==> src/rtl/vram_arbiter.sv <==
// vram_arbiter: shares one async SRAM between VGA scan-out fetches and a host port.
// Display requests take strict priority; the host gets the leftover access slots.
module vram_arbiter #(
  parameter int ADDR_W = 18,
  parameter int DATA_W = 16,
  parameter int ACCESS_CYCLES = 2
) (
  input  logic              clk100,
  input  logic              rst_n,
  input  logic              disp_req,
  input  logic [ADDR_W-1:0] disp_addr,
  output logic [DATA_W-1:0] disp_data,
  output logic              disp_valid,
  output logic              disp_overrun,
  input  logic              host_valid,
  output logic              host_ready,
  input  logic              host_we,
  input  logic [ADDR_W-1:0] host_addr,
  input  logic [DATA_W-1:0] host_wdata,
  output logic [DATA_W-1:0] host_rdata,
  output logic              host_rvalid,
  output logic [ADDR_W-1:0] sram_addr,
  output logic [DATA_W-1:0] sram_dq_o,
  output logic              sram_dq_oe,
  input  logic [DATA_W-1:0] sram_dq_i,
  output logic              sram_ce_n,
  output logic              sram_oe_n,
  output logic              sram_we_n
);
  localparam int CW = $clog2(ACCESS_CYCLES);
  localparam logic [CW-1:0] LAST = CW'(ACCESS_CYCLES - 1);
  typedef enum logic [1:0] {IDLE, DRD, HRD, HWR} state_t;
  state_t state;
  logic [CW-1:0] cnt;
  logic disp_pend;
  logic [ADDR_W-1:0] disp_lat;
  logic disp_start, host_start;
  assign disp_start = (state == IDLE) && (disp_pend || disp_req);
  assign host_ready = (state == IDLE) && !disp_pend && !disp_req;
  assign host_start = host_ready && host_valid;
  always_ff @(posedge clk100 or negedge rst_n) begin
    if (!rst_n) begin
      state <= IDLE;
      cnt <= '0;
      disp_pend <= 1'b0;
      disp_lat <= '0;
      disp_overrun <= 1'b0;
      disp_valid <= 1'b0;
      host_rvalid <= 1'b0;
      disp_data <= '0;
      host_rdata <= '0;
      sram_addr <= '0;
      sram_dq_o <= '0;
      sram_dq_oe <= 1'b0;
      sram_ce_n <= 1'b1;
      sram_oe_n <= 1'b1;
      sram_we_n <= 1'b1;
    end else begin
      disp_valid <= 1'b0;
      host_rvalid <= 1'b0;
      if (disp_start) disp_pend <= 1'b0;
      else if (disp_req) begin
        disp_pend <= 1'b1;
        disp_lat <= disp_addr;
        if (disp_pend) disp_overrun <= 1'b1;
      end
      if (disp_start) begin
        state <= DRD;
        cnt <= LAST;
        sram_addr <= disp_req ? disp_addr : disp_lat;
        sram_ce_n <= 1'b0;
        sram_oe_n <= 1'b0;
      end else if (host_start) begin
        state <= host_we ? HWR : HRD;
        cnt <= LAST;
        sram_addr <= host_addr;
        sram_dq_o <= host_wdata;
        sram_dq_oe <= host_we;
        sram_ce_n <= 1'b0;
        sram_oe_n <= host_we;
        sram_we_n <= !host_we;
      end else if (state != IDLE) begin
        if (cnt == '0) begin
          state <= IDLE;
          sram_ce_n <= 1'b1;
          sram_oe_n <= 1'b1;
          sram_we_n <= 1'b1;
          sram_dq_oe <= 1'b0;
          disp_valid <= state == DRD;
          host_rvalid <= state == HRD;
          if (state == DRD) disp_data <= sram_dq_i;
          if (state == HRD) host_rdata <= sram_dq_i;
        end else begin
          cnt <= cnt - CW'(1);
          // release we_n one cycle early so data/address hold past the strobe
          if (cnt == CW'(1)) sram_we_n <= 1'b1;
        end
      end
    end
  end
endmodule

==> config.mk <==
export PLATFORM = sky130hd
export DESIGN_NAME = vram_arbiter
export DESIGN_NICKNAME = d
export VERILOG_FILES = /design/src/rtl/vram_arbiter.sv
export SDC_FILE = /design/constraint.sdc
export NUM_CORES = 1
export LEC_CHECK = 0
export ABC_AREA = 1
export CELL_PAD_IN_SITES_DETAIL_PLACEMENT = 2
export CELL_PAD_IN_SITES_GLOBAL_PLACEMENT = 2
export CORE_MARGIN = 2
export CORE_UTILIZATION = 25
export CTS_CLUSTER_SIZE = 40
export DETAILED_ROUTE_END_ITERATION = 10
export PLACE_DENSITY_LB_ADDON = 0.1
export SLEW_MARGIN = 20
export SYNTH_ARGS = -nofsm -noshare
export SYNTH_HDL_FRONTEND = slang
export SYNTH_SLANG_ARGS = --single-unit
==> constraint.sdc <==
create_clock -name clk100 -period 1.65 [get_ports clk100]
set_input_delay 0.33 -clock clk100 [delete_from_list [all_inputs] [get_ports clk100]]
set_output_delay 0.33 -clock clk100 [all_outputs]
set_load 0.02 [all_outputs]
**Where the registers sit**

The bar under the picture is 50 µm long.
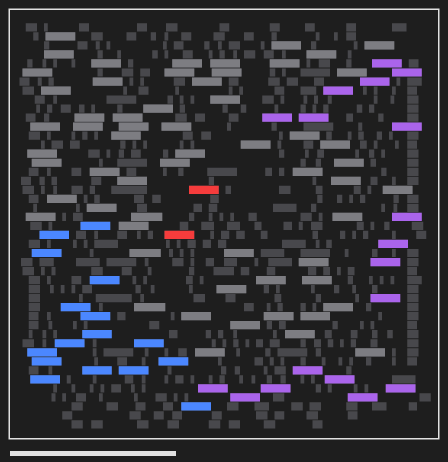
| signal | colour | placed flops |
|---|---|---|
| sram_addr | purple | 18 |
| state | red | 2 |
| sram_dq_o | blue | 16 |
not coloured: 59

==> results.py <==
# Physical implementation metrics
metrics = {
    "final_layout": {
        "dominant_cells": "flip-flops and latches",
        "final_cell_mix": "nand2_1, dfrtp_1, clkdlybuf4s50_1, o21ai_0, dlygate4sd2_1",
        "nClkBuffers": 10,
        "regArea_um2": 2381,
        "buffer_area_share_pct": 27.51,
        "sh_comb_area_pct": 21.65,
        "n_all_inverters": 27,
    },
    "die": {
        "chipHeight_um": 129,
        "fp.dieW_um": 129,
    },
    "synthesis": {
        "ys_ff": 95,
        "yosysSeqAreaShare_pct": 60.95,
        "ys_area_um2": 3906,
        "aoi_share_pct": 11.79,
        "mux_share_pct": 0,
        "syn-cell-area_um2": 3906,
        "yosysWarnings": 0,
        "adder_share_pct": 0,
    },
    "global_routing": {
        "gr-usage-met2_pct": 26.17,
        "use_met3_pct": 5.239,
        "grt_pass1_wl_um": 19930,
        "antenna_found_initial": 1,
        "grt_pass1_vias": 3904,
        "grt_max_degree": 34,
    },
    "run": {
        "drv_cap": 0,
    },
    "place": {
        "io_buffers": 146,
        "pre_cts_slack_ns": -0.3464,
    },
    "sta": {
        "final.setup.tns_ns": 0,
        "grt_setup_unrepaired": "no",
        "hold_ws_ns": 0.4461,
        "drv_slew": 0,
        "worstMarginPinSlew_ns": 0.4015,
    },
    "critical_path": {
        "startpoint": "disp_valid",
        "reg2regPathDepth": 7,
        "cpPeakStageDelay_ns": 0.60,
        "crit_family": "buffers and inverters",
        "worstPathArrival_ns": 1.28,
        "crit_path_end_kind": "primary output",
    },
    "detailed_routing": {
        "wl_met2_um": 5840,
        "met3_length_um": 830,
        "wl_um": 12200,
        "remaining_drc_errors": 0,
    },
    "power": {
        "irDropWorstVdd_mv": 0.6563,
        "clockPowerShare_pct": 20.0,
        "powerClk_mw": 2.32,
        "top_power_group": "combinational logic",
    },
    "run_status": {
        "status": "complete, no violations",
    },
    "clock_tree": {
        "cts_root_buf": "clkbuf_16",
    },
}
**Cells coloured by class**

The bar under the picture is 50 µm long.
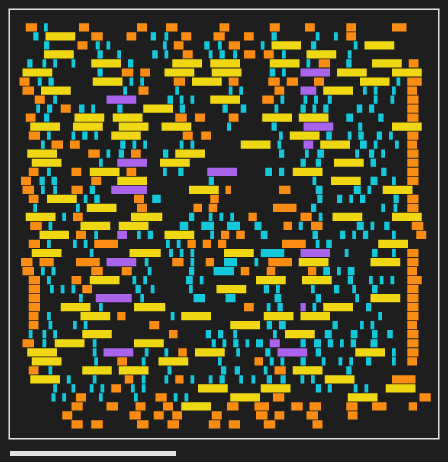
| class | colour | cells | share of their area |
|---|---|---|---|
| remaining buffers and delay cells | orange | 173 | 29% |
| combinational and other logic | cyan | 314 | 24% |
| sequential cells | yellow | 95 | 41% |
| clock drivers and dummy loads | purple | 16 | 5.7% |

No activity file was given, so power comes from the tool's default toggle rates.
